Run 1, cells colored by class:
Bar = 50 um. Fill, decap, tap and diode cells in gray.
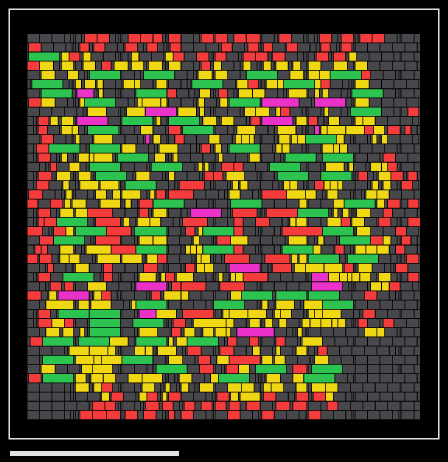
Run 1, placed standard cells:
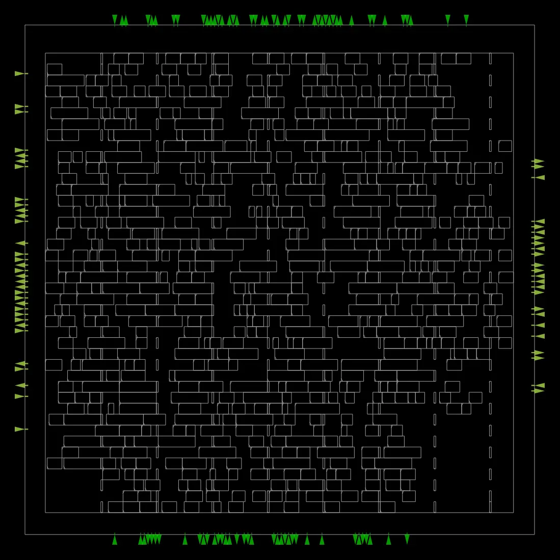
Run 1, gate families picked out:
Bar = 50 um.
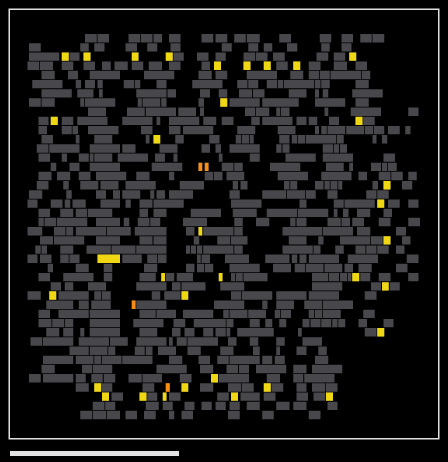
Run 1, routed metal, one color a layer:
Bar = 50 um.
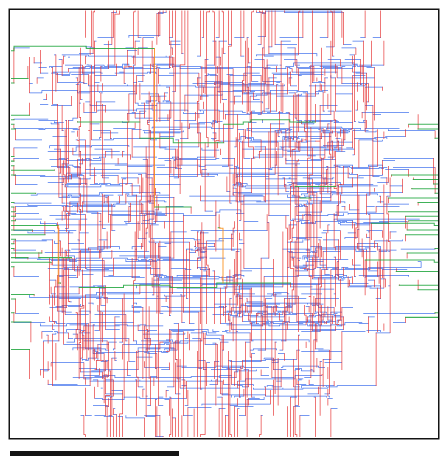
<file path="config.mk">
export PLATFORM = sky130hd
export DESIGN_NAME = counter_timer_ctrl
export DESIGN_NICKNAME = d
export VERILOG_FILES = /design/src/rtl/counter_timer_ctrl_pkg.sv /design/src/rtl/counter_timer_ctrl_regs.sv /design/src/rtl/counter_timer_ctrl.sv
export SDC_FILE = /design/constraint.sdc
export NUM_CORES = 1
export LEC_CHECK = 0
export CELL_PAD_IN_SITES_DETAIL_PLACEMENT = 0
export CELL_PAD_IN_SITES_GLOBAL_PLACEMENT = 1
export CORE_MARGIN = 5
export CORE_UTILIZATION = 32
export CTS_CLUSTER_SIZE = 30
export DETAILED_ROUTE_END_ITERATION = 12
export PLACE_DENSITY_LB_ADDON = 0.1
export SLEW_MARGIN = 20
export SYNTH_ARGS = -nofsm -noshare
export SYNTH_HDL_FRONTEND = slang
export SYNTH_HIERARCHICAL = 1
export SYNTH_SLANG_ARGS = --single-unit
</file>
<file path="constraint.sdc">
create_clock -name clk -period 1.78 [get_ports clk]
set_clock_uncertainty 0.1 [all_clocks]
set_input_delay 0.178 -clock clk [delete_from_list [all_inputs] [get_ports clk]]
set_output_delay 0.178 -clock clk [all_outputs]
set_load 0.02 [all_outputs]
</file>
<file path="src/rtl/counter_timer_ctrl_pkg.sv">
// Shared definitions for the counter timer controller: register map, CTRL layout, FSM states.
package counter_timer_ctrl_pkg;

    localparam logic [1:0] AddrCtrl   = 2'd0;
    localparam logic [1:0] AddrPeriod = 2'd1;
    localparam logic [1:0] AddrStatus = 2'd2;
    localparam logic [1:0] AddrCount  = 2'd3;

    localparam int unsigned CtrlEn    = 0;
    localparam int unsigned CtrlRel   = 1;
    localparam int unsigned CtrlDir   = 2;
    localparam int unsigned CtrlIrqEn = 3;
    localparam int unsigned CtrlW     = 4;

    // Field order matches the CTRL bit positions above (msb first).
    typedef struct packed {
        logic irq_en;
        logic dir;
        logic reload;
        logic en;
    } ctrl_t;

    typedef enum logic [1:0] {
        StStop = 2'd0,
        StLoad = 2'd1,
        StRun  = 2'd2,
        StDone = 2'd3
    } state_e;

endpackage

</file>
<file path="src/rtl/counter_timer_ctrl_regs.sv">
// Bus-visible registers: CTRL, PERIOD, sticky STATUS.expired and the read-data mux.
module counter_timer_ctrl_regs
    import counter_timer_ctrl_pkg::*;
#(
    parameter int unsigned CNT_W = 32
) (
    input  logic             clk,
    input  logic             rst,
    input  logic             we,
    input  logic [1:0]       addr,
    input  logic [CNT_W-1:0] wdata,
    input  logic [CNT_W-1:0] cnt_value,
    input  logic             set_expired,
    output logic [CNT_W-1:0] rdata,
    output ctrl_t            ctrl,
    output logic [CNT_W-1:0] period,
    output logic             expired,
    output logic             ctrl_wr
);

    ctrl_t            ctrl_q;
    logic [CNT_W-1:0] period_q;
    logic             expired_q;
    logic             expired_d;
    logic             period_wr;
    logic             status_clr;

    assign ctrl_wr    = we && (addr == AddrCtrl);
    assign period_wr  = we && (addr == AddrPeriod);
    assign status_clr = we && (addr == AddrStatus) && wdata[0];

    // A set in the same cycle as a clear must win so no expiry is lost.
    always_comb begin
        expired_d = expired_q;
        if (status_clr) begin
            expired_d = 1'b0;
        end
        if (set_expired) begin
            expired_d = 1'b1;
        end
    end

    always_ff @(posedge clk or posedge rst) begin
        if (rst) begin
            ctrl_q    <= '0;
            period_q  <= '0;
            expired_q <= 1'b0;
        end else begin
            if (ctrl_wr) begin
                ctrl_q <= ctrl_t'(wdata[CtrlW-1:0]);
            end
            if (period_wr) begin
                period_q <= wdata;
            end
            expired_q <= expired_d;
        end
    end

    always_comb begin
        rdata = '0;
        unique case (addr)
            AddrCtrl:   rdata = {{(CNT_W-CtrlW){1'b0}}, ctrl_q};
            AddrPeriod: rdata = period_q;
            AddrStatus: rdata = {{(CNT_W-1){1'b0}}, expired_q};
            AddrCount:  rdata = cnt_value;
            default:    rdata = '0;
        endcase
    end

    assign ctrl    = ctrl_q;
    assign period  = period_q;
    assign expired = expired_q;

endmodule

</file>
<file path="src/rtl/counter_timer_ctrl.sv">
// Timer controller driving an external up/down counter's Load/PData/s and watching its Rc flag.
module counter_timer_ctrl
    import counter_timer_ctrl_pkg::*;
#(
    parameter int unsigned CNT_W = 32
) (
    input  logic             clk,
    input  logic             rst,
    input  logic             we,
    input  logic [1:0]       addr,
    input  logic [CNT_W-1:0] wdata,
    output logic [CNT_W-1:0] rdata,
    output logic             irq,
    output logic             cnt_load,
    output logic [CNT_W-1:0] cnt_pdata,
    output logic             cnt_dir,
    input  logic [CNT_W-1:0] cnt_value,
    input  logic             cnt_rc
);

    state_e           state_q;
    state_e           state_d;
    logic             rc_mask_q;
    logic [CNT_W-1:0] hold_q;
    logic             set_expired;
    logic             ctrl_wr;
    logic             expired;
    ctrl_t            ctrl;
    logic [CNT_W-1:0] period;

    counter_timer_ctrl_regs #(
        .CNT_W (CNT_W)
    ) u_regs (
        .clk         (clk),
        .rst         (rst),
        .we          (we),
        .addr        (addr),
        .wdata       (wdata),
        .cnt_value   (cnt_value),
        .set_expired (set_expired),
        .rdata       (rdata),
        .ctrl        (ctrl),
        .period      (period),
        .expired     (expired),
        .ctrl_wr     (ctrl_wr)
    );

    // Rc is only trusted once the first post-load cycle has passed.
    assign set_expired = (state_q == StRun) && !rc_mask_q && cnt_rc;

    always_comb begin
        state_d = state_q;
        unique case (state_q)
            StStop: state_d = StStop;
            StLoad: state_d = StRun;
            StRun: begin
                if (set_expired) begin
                    state_d = ctrl.reload ? StLoad : StDone;
                end
            end
            StDone:  state_d = StDone;
            default: state_d = StStop;
        endcase
        // Any CTRL write overrides the local transition.
        if (ctrl_wr) begin
            state_d = wdata[CtrlEn] ? StLoad : StStop;
        end
    end

    always_ff @(posedge clk or posedge rst) begin
        if (rst) begin
            state_q   <= StStop;
            rc_mask_q <= 1'b0;
            hold_q    <= '0;
        end else begin
            state_q   <= state_d;
            rc_mask_q <= (state_q == StLoad);
            if ((state_d == StStop || state_d == StDone) && (state_d != state_q)) begin
                hold_q <= cnt_value;
            end
        end
    end

    always_comb begin
        cnt_load  = 1'b1;
        cnt_pdata = hold_q;
        cnt_dir   = 1'b0;
        unique case (state_q)
            StStop: begin
                cnt_load  = 1'b1;
                cnt_pdata = hold_q;
            end
            StLoad: begin
                cnt_load  = 1'b1;
                cnt_pdata = ctrl.dir ? ({CNT_W{1'b1}} - period) : period;
            end
            StRun: begin
                cnt_load = 1'b0;
                cnt_dir  = ctrl.dir;
            end
            StDone: begin
                cnt_load  = 1'b1;
                cnt_pdata = hold_q;
            end
            default: begin
                cnt_load  = 1'b1;
                cnt_pdata = hold_q;
            end
        endcase
    end

    assign irq = expired & ctrl.irq_en;

endmodule
</file>
==> flow_metrics.py, run 1 <==
# Generated from Yosys and OpenROAD reports
metrics = {
    "run_status": {
        "outcome": "complete, but fails checks",
        "failed_checks": "setup timing",
    },
    "logic_synthesis": {
        "post_synth_edffs": 0,
        "synth.most_common_cell": "sky130_fd_sc_hd__dfrtp_1",
        "yosysTopAreaCell": "sky130_fd_sc_hd__dfrtp_1",
        "postSynthCellCount": 416,
        "yosys-top-cells-count": "sky130_fd_sc_hd__dfrtp_1, sky130_fd_sc_hd__mux2_2, sky130_fd_sc_hd__o21ai_0, sky130_fd_sc_hd__nand2_1, sky130_fd_sc_hd__xnor2_1",
        "ff_type": "sky130_fd_sc_hd__dfrtp_1",
        "synthDistinctLibCells": 32,
        "synth.yosys.num_cells": 416,
        "yosys.area.top_type_share": 0.414,
        "yosys_area_mm2": 0.00436,
        "seq_area_frac_synth": 0.414,
        "syn_nets": 486,
        "synth-seq-cells": 72,
        "netlist_area_mm2": 0.00436,
        "synthArstFlopShare": 1.00,
        "synth.yosys.warnings": 6,
        "synth.top_cells.by_area": "sky130_fd_sc_hd__dfrtp_1, sky130_fd_sc_hd__mux2_2, sky130_fd_sc_hd__mux2i_1",
        "post_synth.cell_area_avg_um2": 10.5,
    },
    "global_route": {
        "first_global_vias": 4180,
        "pin_count_of_the_biggest_net_entering_global_routing": 27,
        "globalRouteOverflowTotal": 0,
        "groute.usage.overall": 0.175,
        "grt_pass1_wl_um": 22500,
        "antenna_found_initial": 0,
    },
    "clock_tree": {
        "clk_pin_slew_ns": 0.06,
        "cts.path.max_buffers": 2,
        "cts.sink_count": 72,
        "cts_made_buffers": 9,
        "clk_latency_ns": 0.33,
        "cts.root.buffer_cell": "sky130_fd_sc_hd__clkbuf_16",
        "h-tree-depth": 3,
        "tritoncts": "yes",
    },
    "timing": {
        "final_hold_viol_count": 0,
        "layout_min_cycle_time_ns": 1.92,
        "slew_violations": 0,
        "hold-worst-slack_ns": 0.0468,
        "setup_total_negative_slack_ns": -4.34,
        "final-setup-viol-count": 45,
        "slew_hr": 0.677,
        "clock.fmax_mhz": 521,
        "tightest_pin_transition_ns": 0.483,
        "postLayoutSetupSlackWorst_ns": -0.141,
        "rsz0062_at_grt": "yes",
        "fin_crit_share": 1.08,
    },
    "route": {
        "ant_nets": 0,
        "drt-wirelength-per-cell_um": 18.3,
        "post_drt_via_cell_ratio": 5.06,
        "dr.pass1.iters": 5,
        "drc": 0,
        "initialDrtViolationCount": 197,
        "via_total_after_detailed_routing": 3906,
        "routed_wirelength_um": 14100,
    },
    "cells_and_area": {
        "area_growth_syn_to_layout_pct": 63.1,
        "layout-drive-gt1-share": 0.368,
        "final_net_count": 660,
    },
    "worst_setup_path": {
        "worstPathCellList": "buf_6 > nand2b_4 > or4_4 > buf_4 > clkbuf_16 > o221ai_2 > a21oi_1",
        "required_worst_endpoint_ns": 1.89,
        "criticalPathCategory": "reg -> reg",
        "critical_path.max_fanout": 8,
        "critical-path-top-delay-family": "simple AND/OR/NAND/NOR gates",
        "crit_path_end_kind": "flip-flop",
        "cp.buffers_inverters": 3,
        "timing.critical_path.slowest_stage_cell": "sky130_fd_sc_hd__or4_4",
        "critPathArrivalTime_ns": 2.03,
        "cp_slowest_stage_delay_ns": 0.48,
        "start_kind": "flip-flop",
    },
    "pwr": {
        "power-per-cell-area_mw_per_mm2": 1570,
        "power.leakage_nw": 3.12,
        "vdd_ir_drop_max_v": 0.000913,
    },
    "placed_design": {
        "place.gp.congestion": 0.788,
        "post-dp-hpwl_um": 9470,
        "portBuffers": 136,
    },
    "die": {
        "width_of_the_die_um": 127,
        "die_area_mm2": 0.0160,
        "die-height_um": 127,
        "fp_util": 0.328,
        "io_pins": 137,
    },
    "run": {
        "log.warning_count": 29,
        "drv_cap": 0,
    },
    "min_path": {
        "hold_path.class": "in -> async",
    },
}
## Picture notes: 'cells colored by class'
green -> flops  # cells 72, share of their area 26%
magenta -> clock drivers and dummy loads  # cells 16, share of their area 4.9%
red -> other buffers and delay cells  # cells 197, share of their area 29%
yellow -> combinational and other logic  # cells 310, share of their area 40%
final standard cell utilization of the core: 0.534
Seq area share: 0.254
Site Rows: 42
CORE AREA: 0.0133 mm2
post-route design area: 0.00710 mm2

## Picture notes: 'placed standard cells'
Post-Layout Cell Count: 772
number of tap cells added at floorplan: 176
filler cell count: 1223
count of flip-flops and latches: 72

## Picture notes: 'gate families picked out'
yellow -> NOR gates  # cells 34, where widely spread
orange -> inverters  # cells 4
leading cell type in the layout, fill and taps excluded: sky130_fd_sc_hd__dfrtp_1
multi-input logic portion of the cell area: 0.382

## Picture notes: 'routed metal, one color a layer'
red -> metal 2  # wire length 7020 um
orange -> metal 4  # wire length 81.2 um
green -> metal 3  # wire length 547 um
blue -> metal 1  # wire length 6440 um

-- run 1: area by class of cell --
cell class                 instances  area [um2]  area share
inverter                           4        15.0     0.00211
multi-input combinational        306        2710       0.382
timing repair buffer             197        2020       0.284
antenna                            1        2.50    0.000352
sequential                        72        1800       0.254
clock buffer                      14         274      0.0386
clock inverter                     2        60.1     0.00846
tap                              176         220      0.0310
-- run 1: repair_timing --
action / in CTS / in global routing
resized: 247 / 102
hold buffers: 0 / 0
setup buffers: 1 / 5
pin swaps: 0 / 2
gates cloned: 2 / 4
endpoints found under the setup margin: 98 / 69
endpoints found under the hold margin: 0 / 0
-- run 1: registers in the layout, summed over array words and instances, names as in the netlist --
signal / cells
hold_q: 32
u_regs/period: 32
u_regs/ctrl: 4
state_q: 2
rc_mask_q: 1
u_regs/expired: 1
-- run 1: report_power, final --
group	internal [mW]	leakage [nW]	switching, mW	total, mW
registers	2.21	0.861	0.489	2.70
logic	3.32	2.10	3.13	6.45
clock network	1.34	0.163	0.673	2.02
total	6.87	3.12	4.29	11.2
-- run 1: placed cells by master (no fill, tap or decap), types with 15 or more instances in the layout --
master	count
sky130_fd_sc_hd__dlygate4sd2_1	31
sky130_fd_sc_hd__xnor2_1	32
sky130_fd_sc_hd__o22a_1	16
sky130_fd_sc_hd__mux2i_1	31
sky130_fd_sc_hd__buf_6	20
sky130_fd_sc_hd__o221ai_2	16
sky130_fd_sc_hd__buf_12	15
sky130_fd_sc_hd__mux2_2	34
sky130_fd_sc_hd__o22ai_1	16
sky130_fd_sc_hd__dfrtp_1	71
sky130_fd_sc_hd__a21oi_1	17
sky130_fd_sc_hd__buf_4	52
sky130_fd_sc_hd__clkdlybuf4s50_1	66
sky130_fd_sc_hd__nor2b_1	29
sky130_fd_sc_hd__nand2_1	27
sky130_fd_sc_hd__mux2_4	16
-- run 1: through the flow --
step / setup WS, ns / utilization / total power, mW / std cells / area (um2)
2_1_floorplan: -0.154 / - / 5.69 / 416 / 4370
4_1_cts: -0.193 / 0.504 / 10.2 / 762 / 6710
5_1_grt: -0.199 / 0.534 / 11.9 / 771 / 7100
3_3_place_gp: -0.510 / 0.473 / 7.92 / 743 / 6290
6_report: -0.141 / 0.534 / 11.2 / 772 / 7100
3_5_place_dp: -0.541 / 0.473 / 8.01 / 743 / 6290
-- run 1: layer usage --
layer / track usage / share of wire
met5: 0 / 0
met3: 0.0458 / 0.039
met2: 0.291 / 0.50
met4: 0.0391 / 0.0057
met1: 0.228 / 0.46
-- run 1: path summary, 6_finish.rpt --
path                       startpoint  depth (start not counted)  slack [ns]             end
max                        state_q[0]                          7       -0.14      hold_q[25]
max reg2reg                state_q[0]                          7       -0.14      hold_q[25]
min                               rst                          2        0.05       hold_q[8]
min in group clk              addr[0]                          3        0.22  u_regs/expired
min reg2reg                hold_q[10]                          1        0.41      hold_q[10]
max in group asynchronous         rst                          3        1.11      hold_q[29]
-- run 1: cell families after synthesis --
logic type                share of synthesized area
xor gates and xnor gates                     0.0643
AOI/OAI and AO/OA                             0.159
and+or+nand+nor                               0.108
DFF                                           0.414
buffers and inverters                        0.0442
muxes                                         0.211
==> run 2: changes to the inputs <==
ABC_CLOCK_PERIOD_IN_PS = 1780   (was unset)
SLEW_MARGIN = unset   (was 20)
Run 2, gate families picked out:
Bar = 50 um.
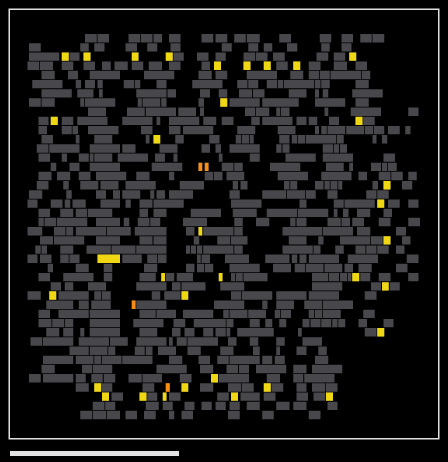
orange -> inverters  # cells 4
yellow -> NOR gates  # cells 34, where widely spread

Run 2, placed standard cells:
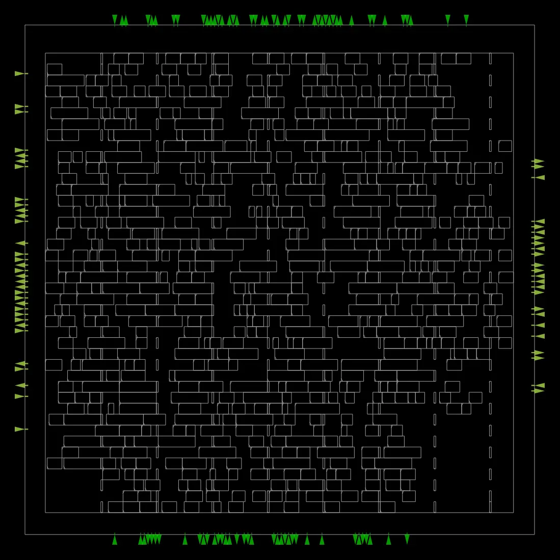

Run 2, cells colored by class:
Bar = 50 um. Fill, decap, tap and diode cells in gray.
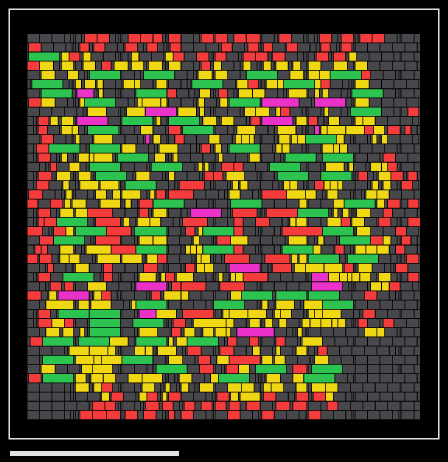
red -> other buffers and delay cells  # cells 197, share of their area 29%
green -> flops  # cells 72, share of their area 26%
yellow -> combinational and other logic  # cells 310, share of their area 40%
magenta -> clock drivers and dummy loads  # cells 16, share of their area 4.9%

==> flow_metrics.py, run 2 <==
# Generated from Yosys and OpenROAD reports
metrics = {
    "logic_synthesis": {
        "synth.most_common_cell": "sky130_fd_sc_hd__dfrtp_1",
        "synth.yosys.num_cells": 416,
        "ff_type": "sky130_fd_sc_hd__dfrtp_1",
        "synth.yosys.warnings": 6,
        "synth.top_cells.by_area": "sky130_fd_sc_hd__dfrtp_1, sky130_fd_sc_hd__mux2_2, sky130_fd_sc_hd__mux2i_1",
        "synthDistinctLibCells": 32,
        "yosys.area.top_type_share": 0.414,
        "netlist_area_mm2": 0.00436,
        "post_synth.cell_area_avg_um2": 10.5,
        "yosys-top-cells-count": "sky130_fd_sc_hd__dfrtp_1, sky130_fd_sc_hd__mux2_2, sky130_fd_sc_hd__o21ai_0, sky130_fd_sc_hd__nand2_1, sky130_fd_sc_hd__xnor2_1",
        "synthArstFlopShare": 1.00,
        "postSynthCellCount": 416,
        "seq_area_frac_synth": 0.414,
        "yosysTopAreaCell": "sky130_fd_sc_hd__dfrtp_1",
        "synth-seq-cells": 72,
        "yosys_area_mm2": 0.00436,
        "syn_nets": 486,
        "post_synth_edffs": 0,
    },
    "global_route": {
        "first_global_vias": 4180,
        "grt_pass1_wl_um": 22500,
        "groute.usage.overall": 0.175,
        "pin_count_of_the_biggest_net_entering_global_routing": 27,
        "antenna_found_initial": 0,
        "globalRouteOverflowTotal": 0,
    },
    "pwr": {
        "totalPowerFinal_mw": 11.2,
        "power.leakage_nw": 3.12,
        "vdd_ir_drop_max_v": 0.000913,
        "power-per-cell-area_mw_per_mm2": 1570,
    },
    "die": {
        "die-height_um": 127,
        "width_of_the_die_um": 127,
        "die_area_mm2": 0.0160,
        "fp_util": 0.328,
        "floorplan.core_area_mm2": 0.0133,
        "io_pins": 137,
        "num_rows": 42,
    },
    "worst_setup_path": {
        "cp.buffers_inverters": 3,
        "crit_path_end_kind": "flip-flop",
        "cp_slowest_stage_delay_ns": 0.48,
        "critPathArrivalTime_ns": 2.03,
        "critical_path.max_fanout": 8,
        "critical-path-top-delay-family": "simple AND/OR/NAND/NOR gates",
        "criticalPathCategory": "reg -> reg",
        "timing.critical_path.slowest_stage_cell": "sky130_fd_sc_hd__or4_4",
        "worstPathCellList": "buf_6 > nand2b_4 > or4_4 > buf_4 > clkbuf_16 > o221ai_2 > a21oi_1",
        "required_worst_endpoint_ns": 1.89,
        "start_kind": "flip-flop",
    },
    "clock_tree": {
        "cts.sink_count": 72,
        "cts.root.buffer_cell": "sky130_fd_sc_hd__clkbuf_16",
        "clk_latency_ns": 0.33,
        "cts.hold.buffers_added": 0,
        "tritoncts": "yes",
        "h-tree-depth": 3,
        "cts_made_buffers": 9,
        "clk_pin_slew_ns": 0.06,
        "cts.path.max_buffers": 2,
    },
    "cells_and_area": {
        "filler_cell_count": 1223,
        "final_net_count": 660,
        "finish.utilization": 0.534,
        "commonest_cells_after_routing_fill_and_taps_aside": "sky130_fd_sc_hd__dfrtp_1, sky130_fd_sc_hd__clkdlybuf4s50_1, sky130_fd_sc_hd__buf_4",
        "layout.cells.most_common": "sky130_fd_sc_hd__dfrtp_1",
        "area_growth_syn_to_layout_pct": 63.1,
        "layout-drive-gt1-share": 0.368,
    },
    "timing": {
        "fin_crit_share": 1.08,
        "rsz0062_at_grt": "yes",
        "postLayoutSetupSlackWorst_ns": -0.141,
        "slew_hr": 0.677,
        "clock.fmax_mhz": 521,
        "final_hold_viol_count": 0,
        "tightest_pin_transition_ns": 0.483,
        "hold-worst-slack_ns": 0.0468,
        "final-setup-viol-count": 45,
        "layout_min_cycle_time_ns": 1.92,
        "slew_violations": 0,
    },
    "route": {
        "drc": 0,
        "ant_nets": 0,
        "post_drt_via_cell_ratio": 5.06,
        "drt-wirelength-per-cell_um": 18.3,
        "dr.pass1.iters": 5,
        "initialDrtViolationCount": 197,
        "routed_wirelength_um": 14100,
        "via_total_after_detailed_routing": 3906,
    },
    "run_status": {
        "failed_checks": "setup timing",
        "outcome": "complete, but fails checks",
    },
    "placed_design": {
        "post-dp-hpwl_um": 9470,
        "portBuffers": 136,
        "place.gp.congestion": 0.788,
    },
    "min_path": {
        "hold_path.class": "in -> async",
    },
    "run": {
        "drv_cap": 0,
        "log.warning_count": 29,
    },
}
run 2: cell counts in the layout (fill, tap and decap cells not counted):
No cell type changed its count.
run 2: worst paths after layout:
| path | start | endpoint | slack [ns] | cells past startpoint |
|---|---|---|---|---|
| worst max-delay path | state_q[0] | hold_q[25] | -0.14 | 7 |
| worst min-delay path | rst | hold_q[8] | 0.05 | 2 |
| worst max register to register | state_q[0] | hold_q[25] | -0.14 | 7 |
| worst min register to register | hold_q[10] | hold_q[10] | 0.41 | 1 |
| max in group asynchronous | rst | hold_q[29] | 1.11 | 3 |
| min in group clk | addr[0] | u_regs/expired | 0.22 | 3 |
run 2: kinds of logic (layout without fill, tap and decap cells):
family	Yosys count	in the layout	synth area share
DFF	72	72	0.414
and+or+nand+nor	84	84	0.108
xor gates and xnor gates	32	32	0.0643
buffers and inverters	39	217	0.0442
muxes	84	84	0.211
AOI/OAI and AO/OA	105	106	0.159
other	0	1	0
run 2: metrics by stage:
step                      std cells  area, um2  TNS [ns]  setup WS [ns]
final                           772       7100     -4.34         -0.141
after global routing            771       7100     -8.84         -0.199
after CTS                       762       6710     -3.35         -0.193
after detailed placement        743       6290    -19.25         -0.541
after global placement          743       6290    -18.50         -0.510
after floorplan                 416       4370     -1.67         -0.154
run 2: area by class of cell:
cell class | count | area [um2] | share of cell area
inverter | 4 | 15.0 | 0.00211
clock inverter | 2 | 60.1 | 0.00846
antenna | 1 | 2.50 | 0.000352
sequential | 72 | 1800 | 0.254
multi-input combinational | 306 | 2710 | 0.382
tap | 176 | 220 | 0.0310
timing repair buffer | 197 | 2020 | 0.284
clock buffer | 14 | 274 | 0.0386
run 2: worst register-to-register path: cells and delay by family, from the launching register on:
kind,cells,cell delay [ns]
compound gates,2,0.22
flops,1,0.40
simple gates,2,0.62
buf+inv,3,0.46
run 2: report_power, final:
group	total (mW)	internal, mW	switching, mW
Clock	2.02	1.34	0.673
Sequential	2.70	2.21	0.489
Combinational	6.45	3.32	3.13
run 2: metal layers:
metal | wire length [um] | share of wire | GRT usage | vias to the layer above
met3 | 546 | 0.039 | 0.0458 | 6
met1 | 6440 | 0.46 | 0.228 | 1965
met5 | 0 | 0 | 0 | -
met4 | 81 | 0.0057 | 0.0391 | 0
li1 | - | - | - | 1858
met2 | 7020 | 0.50 | 0.291 | 77
run 2: timing repair:
item	in CTS	in global routing
pin swaps	0	2
gates cloned	2	4
setup endpoints to repair	98	69
resized	247	102
setup buffers	1	5
Run 2, routed metal, one color a layer:
Bar = 50 um.
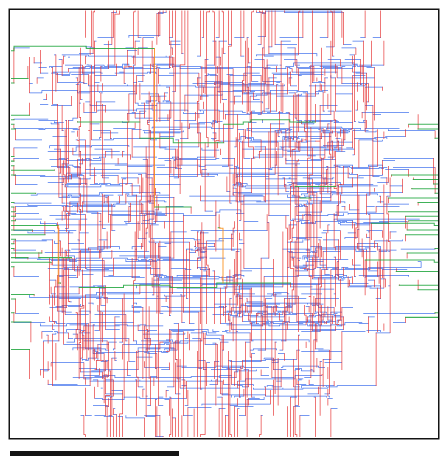

==> run 3: changes to the inputs <==
ABC_CLOCK_PERIOD_IN_PS = unset   (was 1780)
HOLD_SLACK_MARGIN = 0.15   (was unset)
Run 3, routed metal, one color a layer:
Bar = 50 um.
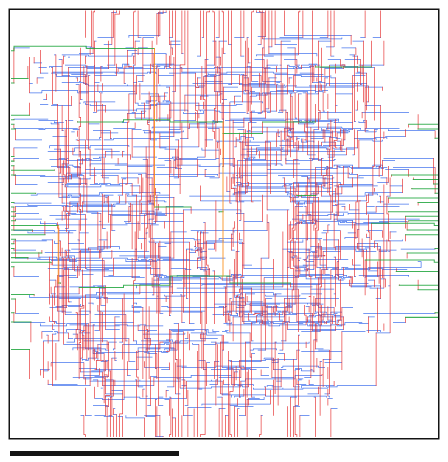
green -> metal 3  # wire length 544 um
orange -> metal 4  # wire length 110 um
red -> metal 2  # wire length 6990 um
blue -> metal 1  # wire length 6490 um

Run 3, placed standard cells:
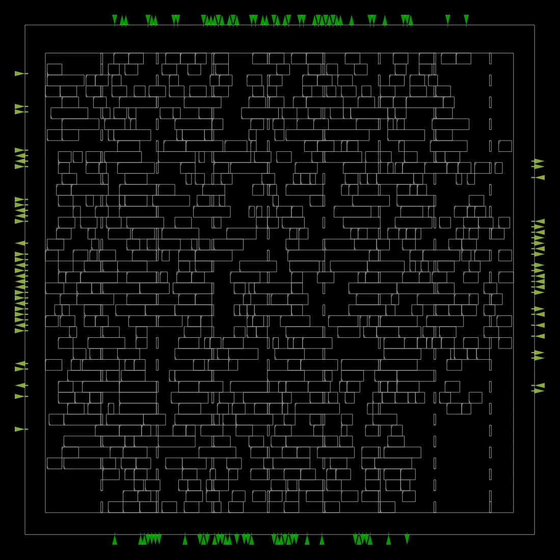
final standard cell utilization of the core: 0.535
filler cell count: 1224
Post-Layout Cell Count: 773
Seq area share: 0.253

Run 3, cells colored by class:
Bar = 50 um. Fill, decap, tap and diode cells in gray.
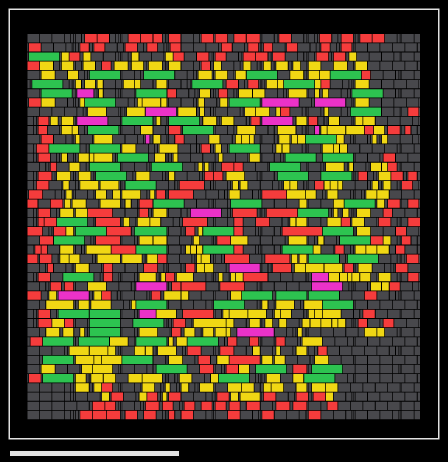
green -> flops  # cells 72, share of their area 26%
magenta -> clock drivers and dummy loads  # cells 16, share of their area 4.8%
red -> other buffers and delay cells  # cells 198, share of their area 29%
yellow -> combinational and other logic  # cells 310, share of their area 40%
post-route design area: 0.00711 mm2

==> flow_metrics.py, run 3 <==
# Generated from Yosys and OpenROAD reports
metrics = {
    "run_status": {
        "outcome": "complete, but fails checks",
        "failed_checks": "setup timing",
    },
    "die": {
        "num_rows": 42,
        "floorplan.core_area_mm2": 0.0133,
        "io_pins": 137,
        "width_of_the_die_um": 127,
        "die_area_mm2": 0.0160,
        "die-height_um": 127,
        "fp_util": 0.328,
    },
    "cells_and_area": {
        "layout-drive-gt1-share": 0.367,
        "area_growth_syn_to_layout_pct": 63.3,
        "logic_area_mm2": 0.00271,
        "commonest_cells_after_routing_fill_and_taps_aside": "sky130_fd_sc_hd__dfrtp_1, sky130_fd_sc_hd__clkdlybuf4s50_1, sky130_fd_sc_hd__buf_4",
        "final_net_count": 661,
    },
    "route": {
        "dr.pass1.iters": 4,
        "via_total_after_detailed_routing": 3931,
        "initialDrtViolationCount": 150,
        "drt-wirelength-per-cell_um": 18.3,
        "drc": 0,
        "post_drt_via_cell_ratio": 5.09,
        "routed_wirelength_um": 14100,
    },
    "pwr": {
        "power-per-cell-area_mw_per_mm2": 1570,
        "power.leakage_nw": 3.13,
        "vdd_ir_drop_max_v": 0.000913,
    },
    "worst_setup_path": {
        "required_worst_endpoint_ns": 1.90,
        "criticalPathCategory": "reg -> reg",
        "cp_slowest_stage_delay_ns": 0.48,
        "r2r.worst_path.cells": 5,
        "timing.reg2reg.setup_slack_ns": -0.14,
        "critPathArrivalTime_ns": 2.04,
        "crit_path_end_kind": "flip-flop",
        "worstPathCellList": "buf_6 > nand2b_4 > or4_4 > o21ai_4 > mux2_4",
        "cp.buffers_inverters": 1,
        "start_kind": "flip-flop",
        "critical_path.max_fanout": 8,
    },
    "timing": {
        "slew_hr": 0.677,
        "final-setup-viol-count": 45,
        "hold-worst-slack_ns": 0.223,
        "tightest_pin_transition_ns": 0.483,
        "postLayoutSetupSlackWorst_ns": -0.143,
        "slew_violations": 0,
        "rsz0062_at_grt": "yes",
        "layout_min_cycle_time_ns": 1.92,
        "final_hold_viol_count": 0,
        "clock.fmax_mhz": 520,
    },
    "global_route": {
        "first_global_vias": 4186,
        "groute.usage.overall": 0.175,
        "antenna_found_initial": 0,
        "globalRouteOverflowTotal": 0,
        "grt_pass1_wl_um": 22500,
        "pin_count_of_the_biggest_net_entering_global_routing": 27,
    },
    "clock_tree": {
        "cts.sink_count": 72,
        "tritoncts": "yes",
        "clk_pin_slew_ns": 0.05,
        "cts.path.max_buffers": 2,
        "cts_made_buffers": 9,
        "h-tree-depth": 3,
        "cts.root.buffer_cell": "sky130_fd_sc_hd__clkbuf_16",
    },
    "logic_synthesis": {
        "synth.yosys.warnings": 6,
        "synth-seq-cells": 72,
        "seq_area_frac_synth": 0.414,
        "postSynthCellCount": 416,
        "synth.top_cells.by_area": "sky130_fd_sc_hd__dfrtp_1, sky130_fd_sc_hd__mux2_2, sky130_fd_sc_hd__mux2i_1",
        "yosys_area_mm2": 0.00436,
        "synth.yosys.num_cells": 416,
        "yosysTopAreaCell": "sky130_fd_sc_hd__dfrtp_1",
        "synthDistinctLibCells": 32,
        "post_synth.cell_area_avg_um2": 10.5,
        "yosys-top-cells-count": "sky130_fd_sc_hd__dfrtp_1, sky130_fd_sc_hd__mux2_2, sky130_fd_sc_hd__o21ai_0, sky130_fd_sc_hd__nand2_1, sky130_fd_sc_hd__xnor2_1",
        "post_synth_edffs": 0,
        "synth.most_common_cell": "sky130_fd_sc_hd__dfrtp_1",
        "yosys.area.top_type_share": 0.414,
    },
    "min_path": {
        "min_to": "u_regs/expired",
        "worst_hold_startpoint": "addr[0]",
        "hold_path.class": "in -> reg",
    },
    "placed_design": {
        "pre_cts_ws_ns": -0.541,
        "portBuffers": 136,
        "place.gp.congestion": 0.788,
        "post-dp-hpwl_um": 9470,
    },
    "run": {
        "log.warning_count": 29,
        "drv_cap": 0,
    },
}
## run 3: power by group
| part | switching (mW) | internal, mW |
|---|---|---|
| Clock | 0.675 | 1.34 |
| Combinational | 3.14 | 3.32 |
| Sequential | 0.490 | 2.21 |
| Total | 4.30 | 6.87 |
## run 3: through the flow
stage	instance area [um2]	setup TNS, ns	power (mW)	instances
CTS	6720	-3.35	10.2	763
detailed placement	6290	-19.25	8.01	743
floorplan	4370	-1.67	5.69	416
finish	7110	-4.47	11.2	773
global placement	6290	-18.50	7.92	743
global route	7110	-8.84	11.9	772
## run 3: area by class of cell
class / instances / area share
Sequential cell: 72 / 0.253
Multi-Input combinational cell: 306 / 0.381
Inverter: 4 / 0.00211
Antenna cell: 1 / 0.000352
Clock inverter: 2 / 0.00844
Clock buffer: 14 / 0.0385
Tap cell: 176 / 0.0310
Timing Repair Buffer: 198 / 0.285
## run 3: worst max path at each step
| stage | depth (start not counted) | slack [ns] | endpoint | start |
|---|---|---|---|---|
| after floorplan | 6 | -0.15 | hold_q[0] | state_q[0] |
| after global placement | 5 | -0.51 | hold_q[10] | we |
| after detailed placement | 5 | -0.54 | hold_q[8] | we |
| after CTS | 6 | -0.19 | cnt_pdata[13] | state_q[0] |
| after global routing | 7 | -0.20 | hold_q[19] | state_q[0] |
| final | 5 | -0.14 | hold_q[29] | state_q[0] |
## run 3: repair_timing
item	CTS	global route
pin swaps	0	2
setup endpoints to repair	98	69
buffers inserted	1	5
hold buffers	1	0
endpoints found under the hold margin	12	0
gates cloned	2	4
resized	247	102
## run 3: cells by family after synthesis
logic type	count (synthesis)	share of synthesized area
compound gates	105	0.159
xor+xnor	32	0.0643
buf+inv	39	0.0442
flops	72	0.414
mux	84	0.211
simple gates	84	0.108
## run 3: worst min-delay path, stage by stage
cell                       delay (ns)
sky130_fd_sc_hd__buf_2           0.19
sky130_fd_sc_hd__nand4b_1        0.14
sky130_fd_sc_hd__a21o_1          0.11
## run 3: per-layer routing
layer | vias up | global-route usage | part of all wire
met4 | 0 | 0.0391 | 0.0077
met2 | 72 | 0.291 | 0.49
li1 | 1866 | - | -
met5 | - | 0 | 0
met3 | 8 | 0.0458 | 0.038
met1 | 1985 | 0.228 | 0.46
No activity file was given, so power comes from the tool's default toggle rates.
